### Ports around the boundary, run 1

Drawn at 4 px/um. Pins as bars across the die edge, other pins in gray.
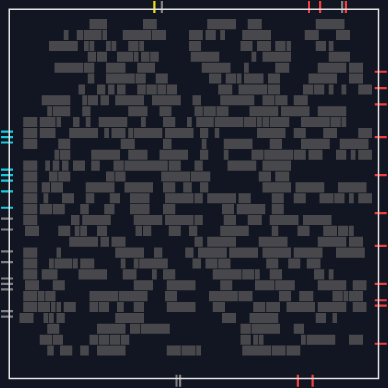
### Nets reached from selected ports, run 1

Drawn at 3 px/um.
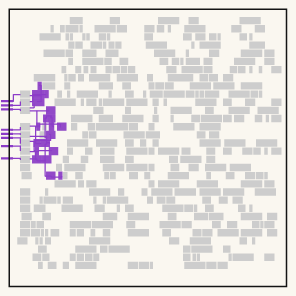
### Placed standard cells, run 1

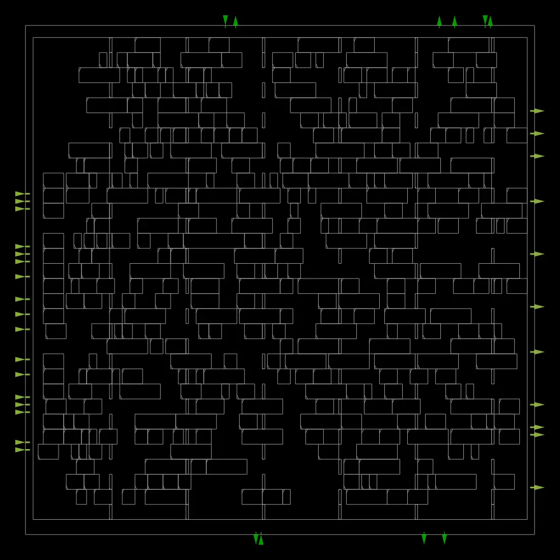
### Met2 routing, run 1

Drawn at 4 px/um.
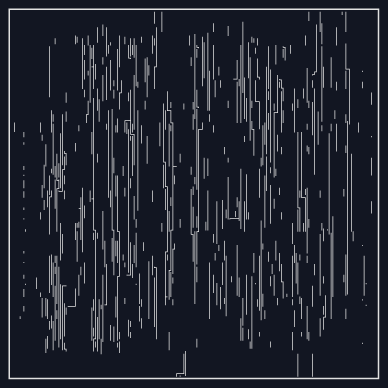
File: config.mk
export PLATFORM = sky130hd
export DESIGN_NAME = mul_seq_n_bit
export DESIGN_NICKNAME = d
export VERILOG_FILES = /design/src/rtl/mul_pkg.sv /design/src/rtl/add_n_bit.sv /design/src/rtl/mul_seq_n_bit.sv
export SDC_FILE = /design/constraint.sdc
export NUM_CORES = 1
export LEC_CHECK = 0
export CAP_MARGIN = 20
export CORE_MARGIN = 1
export CORE_UTILIZATION = 40
export CTS_CLUSTER_DIAMETER = 30
export CTS_CLUSTER_SIZE = 14
export DETAILED_ROUTE_END_ITERATION = 10
export PLACE_DENSITY_LB_ADDON = 0.05
export RECOVER_POWER = 50
export SYNTH_ARGS = -nofsm -noshare
export SYNTH_HDL_FRONTEND = slang
export SYNTH_HIERARCHICAL = 1
export SYNTH_SLANG_ARGS = --single-unit
File: constraint.sdc
create_clock -name clk -period 14.2 [get_ports clk]
set_input_delay 2.13 -clock clk [delete_from_list [all_inputs] [get_ports clk]]
set_output_delay 2.13 -clock clk [all_outputs]
set_load 0.01 [all_outputs]
File: src/rtl/mul_pkg.sv
// Shared definitions for the sequential shift-add multiplier.
//   - state encoding for the multiplier FSM
//   - two's-complement magnitude helper used when capturing signed operands
package mul_pkg;

  localparam logic [1:0] ST_IDLE = 2'd0;
  localparam logic [1:0] ST_CALC = 2'd1;
  localparam logic [1:0] ST_FIX  = 2'd2;

  typedef enum logic [1:0] {
    IDLE = ST_IDLE,
    CALC = ST_CALC,
    FIX  = ST_FIX
  } state_t;

  // Widest operand the magnitude helper handles; callers sign-extend into it
  // and cast the result back down to their own width.
  localparam int MAG_MAX_W = 64;

  // Magnitude of a sign-extended two's-complement value. For the most
  // negative WIDTH-bit operand the result is 2^(WIDTH-1), which still fits
  // in WIDTH unsigned bits once the caller truncates.
  function automatic logic [MAG_MAX_W-1:0] mag(input logic [MAG_MAX_W-1:0] x);
    return x[MAG_MAX_W-1] ? (~x + 1'b1) : x;
  endfunction

endpackage

File: src/rtl/add_n_bit.sv
// Parametrised ripple-carry adder, carry-in 0, carry-out dropped (modulo 2^N).
// Ports:
//   in1, in2 : N-bit addends
//   s        : N-bit sum
module add_n_bit #(
  parameter int N = 16
) (
  input  logic [N-1:0] in1,
  input  logic [N-1:0] in2,
  output logic [N-1:0] s
);

  logic carry;

  always_comb begin
    s     = '0;
    carry = 1'b0;
    for (int i = 0; i < N; i++) begin
      s[i]  = in1[i] ^ in2[i] ^ carry;
      carry = (in1[i] & in2[i]) | (carry & (in1[i] ^ in2[i]));
    end
  end

endmodule

File: src/rtl/mul_seq_n_bit.sv
// Sequential shift-add multiplier, WIDTH x WIDTH -> 2*WIDTH, signed or
// unsigned, one shared adder used over WIDTH+1 cycles.
//
//   state | meaning
//   ------+-------------------------------------------------------------
//   IDLE  | waiting for start; operands, sign and counter load on start
//   CALC  | one partial product per cycle, counter runs WIDTH down to 0
//   FIX   | apply sign (negate accumulator if needed), load mul, pulse done
//
// Ports:
//   clk        : clock, rising edge
//   rst        : synchronous active-high reset, aborts any operation
//   start      : request, only honoured in IDLE
//   is_signed  : 1 = two's-complement operands, captured with start
//   in1, in2   : multiplicand / multiplier, captured with start
//   busy       : high in CALC and FIX
//   done       : one-cycle pulse, mul valid in that cycle
//   mul        : product, held until the next operation completes
//
// WIDTH must be between 2 and MAG_MAX_W.
module mul_seq_n_bit
  import mul_pkg::*;
#(
  parameter int WIDTH = 8
) (
  input  logic                 clk,
  input  logic                 rst,
  input  logic                 start,
  input  logic                 is_signed,
  input  logic [WIDTH-1:0]     in1,
  input  logic [WIDTH-1:0]     in2,
  output logic                 busy,
  output logic                 done,
  output logic [2*WIDTH-1:0]   mul
);

  localparam int CNT_W = $clog2(WIDTH + 1);
  localparam int PW    = 2 * WIDTH;

  state_t state, state_nx;

  logic [CNT_W-1:0] cnt;
  logic [PW-1:0]    mcand;
  logic [WIDTH-1:0] mplier;
  logic [PW-1:0]    acc;
  logic             neg;

  logic [WIDTH-1:0] mag1, mag2;
  logic [WIDTH-1:0] op1, op2;
  logic             neg_nx;

  logic [PW-1:0]    add_a, add_b, add_s;

  assign mag1   = WIDTH'(mag(MAG_MAX_W'({{MAG_MAX_W{in1[WIDTH-1]}}, in1})));
  assign mag2   = WIDTH'(mag(MAG_MAX_W'({{MAG_MAX_W{in2[WIDTH-1]}}, in2})));
  assign op1    = is_signed ? mag1 : in1;
  assign op2    = is_signed ? mag2 : in2;
  assign neg_nx = is_signed & (in1[WIDTH-1] ^ in2[WIDTH-1]);

  // The single adder does the accumulate step in CALC and ~acc + 1 in FIX.
  always_comb begin
    add_a = acc;
    add_b = '0;
    if (state == FIX) begin
      add_a = ~acc;
      add_b = PW'(1);
    end else if (mplier[0]) begin
      add_b = mcand;
    end
  end

  add_n_bit #(
    .N (PW)
  ) u_add (
    .in1 (add_a),
    .in2 (add_b),
    .s   (add_s)
  );

  always_ff @(posedge clk) begin
    if (rst) state <= IDLE;
    else     state <= state_nx;
  end

  always_comb begin
    state_nx = state;
    case (state)
      IDLE:    if (start) state_nx = CALC;
      CALC:    if (cnt == CNT_W'(1)) state_nx = FIX;
      FIX:     state_nx = IDLE;
      default: state_nx = IDLE;
    endcase
  end

  assign busy = (state != IDLE);

  always_ff @(posedge clk) begin
    if (rst) begin
      cnt    <= '0;
      mcand  <= '0;
      mplier <= '0;
      acc    <= '0;
      neg    <= 1'b0;
      mul    <= '0;
      done   <= 1'b0;
    end else begin
      done <= 1'b0;
      case (state)
        IDLE: begin
          if (start) begin
            mcand  <= {{WIDTH{1'b0}}, op1};
            mplier <= op2;
            acc    <= '0;
            neg    <= neg_nx;
            cnt    <= CNT_W'(WIDTH);
          end
        end
        CALC: begin
          acc    <= add_s;
          mcand  <= mcand << 1;
          mplier <= mplier >> 1;
          cnt    <= cnt - CNT_W'(1);
        end
        FIX: begin
          // Negating a zero accumulator wraps back to zero, so neg needs no
          // special case for zero operands.
          mul  <= neg ? add_s : acc;
          done <= 1'b1;
        end
        default: ;
      endcase
    end
  end

endmodule

==> out/qor.yml, run 1 <==
clocking:
  post_cts.repair.setup_buffers: 0
  ctsRootBufferMaster: "sky130_fd_sc_hd__clkbuf_8"
  htreeDepth: 3
  clock_insertion_delay_worst_skew_ns: 0.33
final_timing:
  timing.final.max_slew_violations: 39
  worst_slew_pin_slew_ns: 1.72
  layout_setup_ws_ns: 6.71
  finalHoldViolations: 0
  finalCritPeriodShare: 0.528
  final_setup_viols: 0
  setup-tns-final_ns: 0
floorplanning:
  core_mm2: 0.00777
  chipArea_mm2: 0.00845
power:
  design_internal_power_mw: 0.301
  powerDensity_mw_per_mm2: 103
  share_seq_of_total_power: 0.488
  power_frac_comb: 0.124
routing:
  via_per_inst: 5.12
  drc_errors: 0
  ant_nets: 0
run_status:
  violations: "capacitance limit, slew limit"
  outcome: "complete, but fails checks"
critical_path:
  cp.buffers_inverters: 3
  cp-start-kind: "flop"
  cp.arrival_ns: 7.71
layout:
  finish.cell_count_without_fillers: 459
  num_antenna_cells: 0
  finalNetCount: 391
global_route:
  grt_util_met3: 0.0398
  grt.total_usage: 0.168
placement:
  detailed_place_hpwl_um: 4490
  pre_cts_ws_ns: 6.75
  finalWeightedCongestion: 0.709
yosys:
  synth-seq-cells: 64
  synth.avg_cell_area_um2: 10.0
  fp_nets: 361
  synth_instances: 322
  yosys.area.top_type: "sky130_fd_sc_hd__dfxtp_1"
  ys_chip_area_mm2: 0.00324
  ys_dominant_reg_cell: "sky130_fd_sc_hd__dfxtp_1"
  yosys.cell_count.top_type: "sky130_fd_sc_hd__dfxtp_1"
  yosys_synthesis_warning_count: 6
  synthDistinctLibCells: 42
job:
  cap_violations: 1
  stage_log_warnings: 27
## Picture notes: 'Ports around the boundary'
color	port	pins	direction	edge
yellow	start	1	input	top
cyan	in1	8	input	left
red	mul	16	output	11 right, 3 top, 2 bottom
all pins by edge	17 left, 11 right, 6 top, 4 bottom
DIE HEIGHT: 91.9 um
die outline width: 91.9 um
IO Port Bufs: 37

## Picture notes: 'Nets reached from selected ports'
color	port	bits	direction	end cells	buffers	wire
purple	in1	8	input	19	8	158 um
boundary pin count: 38

## Picture notes: 'Placed standard cells'
FFs & Latches: 64
final standard cell utilization of the core: 0.499
register fraction of the total cell area: 0.331

## Picture notes: 'Met2 routing'
longest straight run	43.2 um
share of all routed wire	44%
wire length on this layer	2830 um
main direction	vertical
nets with wire on the layer	306
total via count after detailed routing: 2351
met2 GRT Util: 0.257
total length of routed wires: 6420 um

[run 1: power by group through the flow]
stage | combinational [mW] | sequential (mW) | clock [mW]
after detailed placement | 0.0504 | 0.199 | 0
after global routing | 0.0558 | 0.196 | 0.168
after floorplan | 0.0348 | 0.196 | 0
after global placement | 0.0501 | 0.199 | 0
after CTS | 0.0505 | 0.195 | 0.160
final | 0.0496 | 0.195 | 0.155
[run 1: cell families after synthesis]
logic type / Yosys count / share of synthesized area
buf+inv: 36 / 0.0472
mux: 19 / 0.0599
flops: 64 / 0.396
xor+xnor: 28 / 0.0804
compound gates: 81 / 0.192
simple gates: 75 / 0.119
fa+ha+maj: 19 / 0.106
[run 1: per-stage QoR]
step,total power [mW],hold WS [ns],instance area (um2)
CTS,0.406,0.480,3860
detailed placement,0.250,0.455,3660
global placement,0.249,0.453,3660
global route,0.420,0.502,3870
finish,0.400,0.472,3870
floorplan,0.231,0.435,3240
[run 1: final cells by class]
class | count | area [um2] | share of cell area
Tap cell | 102 | 128 | 0.0330
Clock buffer | 13 | 159 | 0.0410
Clock inverter | 3 | 40.0 | 0.0103
Inverter | 12 | 45.0 | 0.0116
Sequential cell | 64 | 1280 | 0.331
Timing Repair Buffer | 43 | 415 | 0.107
Multi-Input combinational cell | 222 | 1800 | 0.466
[run 1: worst paths after layout]
kind,startpoint,endpoint,slack (ns),cells after the start
setup / recovery,state[0],mul[15],6.71,23
hold / removal,mcand[15],mcand[15],0.47,1
setup reg to reg,state[0],mul[15],6.71,23
hold reg to reg,mcand[15],mcand[15],0.47,1
[run 1: registers in the layout (all words and copies together), names as in the netlist]
| name | flops |
|---|---|
| state | 2 |
| cnt | 4 |
| done | 1 |
| mcand | 16 |
| acc | 16 |
| mplier | 8 |
| neg | 1 |
| mul | 16 |
### Metal layers overlaid, run 1

Drawn at 3 px/um. Two of the layers only.
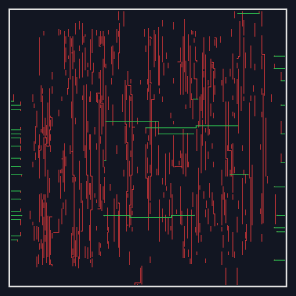

==> run 2: changes to the inputs <==
==> constraint.sdc (replaced) <==
create_clock -name clk -period 6.3 [get_ports clk]
set_input_delay 0.945 -clock clk [delete_from_list [all_inputs] [get_ports clk]]
set_output_delay 0.945 -clock clk [all_outputs]
set_load 0.01 [all_outputs]
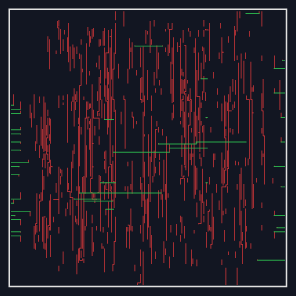
*Metal layers overlaid, run 2*
Drawn at 3 px/um. Two of the layers only.
color	layer	wire length
green	metal 3	216 um
red	metal 2	2940 um
total length of routed wires: 6460 um
total via count after detailed routing: 2420
overall routing resource usage: 0.164
average wire per cell in the routed design: 13.9 um

==> run 2 against run 1 <==
- critical endpoint unchanged
- the run now ends clean
- total power up 140%
- critical path type unchanged
- count of clock-buffer cells in the layout rose by 1
- via count is 2.9% higher
- combinational power rose by 140%
- sequential share of layout area is 1.0 points lower
- critical path depth shrank 1
- hold slack gained 0.00054 ns
- first-iteration DRC count decreased by 9.7%
==> out/qor.yml, run 2 <==
run_status:
  outcome: "complete, no violations"
floorplanning:
  core_mm2: 0.00777  # unchanged
  chipArea_mm2: 0.00845  # unchanged
  die_width_um: 91.9  # unchanged
  top_level_ports: 38  # unchanged
  die_h_um: 91.9  # unchanged
yosys:
  xor_area_frac: 0.0804  # unchanged
  post_synth_mux_area_share: 0.0599  # unchanged
  synthDistinctLibCells: 42  # unchanged
  synth_instances: 322  # unchanged
  synth.cellmix.compoundShare: 0.192  # unchanged
  synthAdderAreaFrac: 0.106  # unchanged
  synth_simple_gate_area_share: 0.119  # unchanged
  yosys_synthesis_warning_count: 6  # unchanged
critical_path:
  cp.buffers_inverters: 2  # -1
  worst_setup_path_startpoint: "state[0]"
  worst-path-stages: 22  # -4.3%
  path_depth_of_the_worst_reg2reg_path: 22  # -4.3%
placement:
  finalWeightedCongestion: 0.699  # -1.4%
  detailed_place_hpwl_um: 4490  # -0.16%
  port_buffers: 37  # unchanged
final_timing:
  finalHoldViolations: 0  # unchanged
clocking:
  ctsRootBufferMaster: "sky130_fd_sc_hd__clkbuf_8"
  htreeDepth: 3  # unchanged
  post_cts.repair.setup_buffers: 0  # unchanged
power:
  share_seq_of_total_power: 0.454  # -0.034
  powerDensity_mw_per_mm2: 241  # +130%
  power_frac_comb: 0.124  # about the same
job:
  stage_log_warnings: 28  # +3.7%
  cap_violations: 0  # -1
routing:
  via_per_inst: 5.22  # +1.8%
  ant_nets: 0  # unchanged
min_path:
  holdPathStages: 1  # unchanged
  hold_path_startpoint: "mcand[15]"
[run 2: power groups by stage]
stage | combinational, mW | clock, mW | sequential [mW]
after global routing | 0.133 | 0.436 | 0.439
after detailed placement | 0.120 | 0 | 0.446
after global placement | 0.119 | 0 | 0.445
after floorplan | 0.0795 | 0 | 0.442
after CTS | 0.121 | 0.417 | 0.437
final | 0.120 | 0.406 | 0.437
[run 2: kinds of logic (layout without fill, tap and decap cells)]
logic type                 after synthesis  count (layout)
muxes                                   19              19
DFF                                     64              64
AOI/OAI and AO/OA                       81              81
xor gates and xnor gates                28              28
and+or+nand+nor                         75              75
adders and majority gates               19              19
buffers and inverters                   36              76
[run 2: stage by stage]
step	power [mW]	setup slack, ns	instance area [um2]	setup TNS, ns	utilization
3_3_place_gp	0.565	0.0302	3730	0	0.481
3_5_place_dp	0.566	-0.0232	3730	-0.0267	0.481
5_1_grt	1.01	-0.153	4000	-0.209	0.515
4_1_cts	0.974	0.0163	3970	0	0.511
2_1_floorplan	0.522	0.0249	3280	0	-
6_report	0.962	0.0781	4000	0	0.515
[run 2: per-layer routing]
metal  wire (um)  vias up  global-route usage
li1            -     1231                   -
met1        3200     1133               0.220
met2        2940       47               0.262
met3         215        9              0.0257
met4         107        0              0.0703
met5           0        -                   0
[run 2: repair_timing]
action / in CTS / in global routing
gates resized: 1 / 5
setup endpoints to repair: 2 / 3
hold buffers: 0 / 0
pin swaps: 0 / 2
[run 2: final cells by class]
type | count | area, um2 | area share
sequential | 64 | 1280 | 0.321
clock buffer | 14 | 173 | 0.0432
multi-input combinational | 222 | 1850 | 0.464
inverter | 12 | 45.0 | 0.0113
tap | 102 | 128 | 0.0319
clock inverter | 2 | 60.1 | 0.0150
timing repair buffer | 48 | 457 | 0.114
### Ports around the boundary, run 2

Drawn at 4 px/um. Pins as bars across the die edge, other pins in gray.
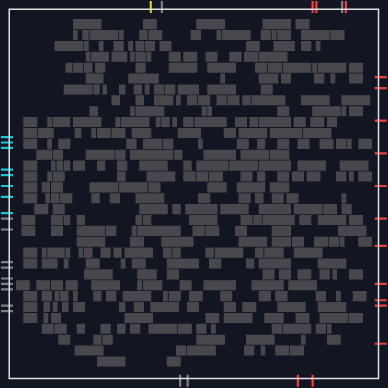

==> run 3: changes to the inputs <==
--- a/config.mk
+++ b/config.mk
@@ -7,7 +7,7 @@
 export LEC_CHECK = 0
 export CAP_MARGIN = 20
 export CORE_MARGIN = 1
-export CORE_UTILIZATION = 40
+export CORE_UTILIZATION = 50
 export CTS_CLUSTER_DIAMETER = 30
 export CTS_CLUSTER_SIZE = 14
 export DETAILED_ROUTE_END_ITERATION = 10
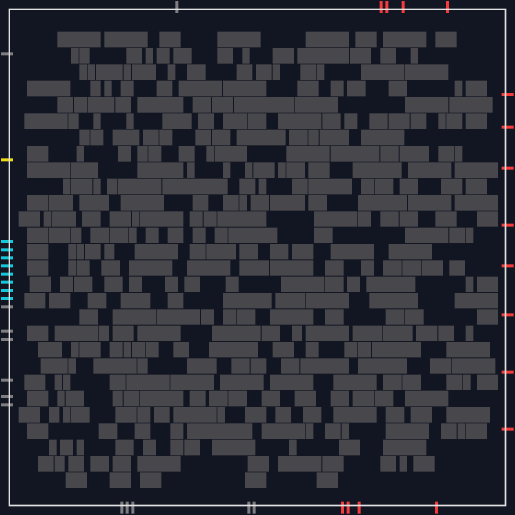
*Ports around the boundary, run 3*
Drawn at 6 px/um. Pins as bars across the die edge, other pins in gray.
DIE HEIGHT: 82.4 um
die outline width: 82.4 um

==> run 3 against run 2 <==
- setup slack worse by 0.036 ns
- critical path depth unchanged
- sequential share of layout area up 0.16 points
- count of clock-buffer cells in the layout down 4
- wire length up 0.23%
- global-route usage up 5.1 points
- synthesized cell count unchanged
- via count up 1.7%
- fmax down 0.57%
- largest power group unchanged
==> out/qor.yml, run 3 <==
routing:
  routed_wire_length_per_instance_um: 14.8  # +6.2%
  route.vias.total: 2462  # +1.7%
  drt-total-wl_um: 6480  # +0.23%
  via_per_inst: 5.62  # +7.8%
layout:
  area_share_nonclk_buffers: 0.121  # +0.00644
  layout.non_clock_inverters: 12  # unchanged
  area.sequential_mm2: 0.00128  # about the same
  clk_share: 0.0553  # -0.00290
  num-clock-buffers: 10  # -4
  buffers_excl_clock: 49  # +2.1%
  multiInputGateArea_mm2: 0.00186  # +0.27%
  final_util: 0.653  # +0.139
  final_area_mm2: 0.00398  # -0.41%
  register_fraction_of_the_total_cell_area: 0.322  # +0.00162
  area.share.combinational: 0.467  # +0.00315
yosys:
  yosys_synthesis_warning_count: 6  # unchanged
  synth_instances: 322  # unchanged
  synthAdderAreaFrac: 0.106  # unchanged
  synthDistinctLibCells: 42  # unchanged
  synth.cellmix.compoundShare: 0.192  # unchanged
  post_synth_mux_area_share: 0.0599  # unchanged
global_route:
  most_crowded_layer_gr: "met2"
  grt_util_met3: 0.0626  # +0.0369
  use_met2: 0.354  # +0.0919
  met1_track_utilization_from_global_routing: 0.262  # +0.0427
power:
  power_frac_comb: 0.127  # +0.003
  share_seq_of_total_power: 0.461  # +0.007
  power_combinational_mw: 0.120  # about the same
  power.group.top: "sequential cells"
  p_clk_mw: 0.390  # -4%
run_status:
  outcome: "complete, no violations"
min_path:
  hold_path_startpoint: "cnt[3]"
  holdPathStages: 1  # unchanged
placement:
  finalWeightedCongestion: 0.792  # +13%
  placement.cell_area_mm2: 0.00370  # -0.91%
final_timing:
  layout_setup_ws_ns: 0.0423  # -0.0358 ns
floorplanning:
  top_level_ports: 38  # unchanged
  core_mm2: 0.00610  # -22%
  chipArea_mm2: 0.00680  # -20%
  tapCellCount: 75  # -26%
job:
  cap_violations: 0  # unchanged
clocking:
  post_cts.repair.setup_buffers: 0  # unchanged
  htreeDepth: 3  # unchanged
critical_path:
  path_depth_of_the_worst_reg2reg_path: 22  # unchanged
run 3: critical path, cell delays in order (launching register included):
cell and delay, ns:
sky130_fd_sc_hd__dfxtp_2 0.32, sky130_fd_sc_hd__nand2b_4 0.16, sky130_fd_sc_hd__xnor2_1 0.13, sky130_fd_sc_hd__ha_2 0.18
sky130_fd_sc_hd__inv_2 0.05, sky130_fd_sc_hd__fa_2 0.19, sky130_fd_sc_hd__inv_2 0.04, sky130_fd_sc_hd__fa_2 0.34
sky130_fd_sc_hd__fa_2 0.37, sky130_fd_sc_hd__fa_2 0.35, sky130_fd_sc_hd__fa_2 0.35, sky130_fd_sc_hd__fa_2 0.36
sky130_fd_sc_hd__fa_2 0.36, sky130_fd_sc_hd__fa_2 0.35, sky130_fd_sc_hd__fa_2 0.35, sky130_fd_sc_hd__fa_2 0.35
sky130_fd_sc_hd__fa_2 0.35, sky130_fd_sc_hd__fa_2 0.35, sky130_fd_sc_hd__fa_2 0.34, sky130_fd_sc_hd__fa_2 0.34
sky130_fd_sc_hd__xor3_1 0.23, sky130_fd_sc_hd__mux2i_1 0.08, sky130_fd_sc_hd__a211oi_1 0.23
run 3: worst max path at each step:
stage | start | endpoint | slack [ns] | cells past startpoint
2_1_floorplan | state[0] | mul[15] | 0.02 | 24
3_3_place_gp | state[0] | mul[15] | 0.04 | 22
3_5_place_dp | state[0] | mul[15] | -0.04 | 22
4_1_cts | state[1] | mul[15] | 0.04 | 22
5_1_grt | state[0] | mul[15] | -0.16 | 22
6_report | state[0] | mul[15] | 0.04 | 22
run 3: per-layer routing:
metal	vias up	wire [um]	share of wire
li1	1236	-	-
met1	1164	3000	0.46
met2	50	3090	0.48
met3	12	256	0.040
met4	0	122	0.019
met5	-	0	0
Power is estimated from default activity; no workload was simulated.
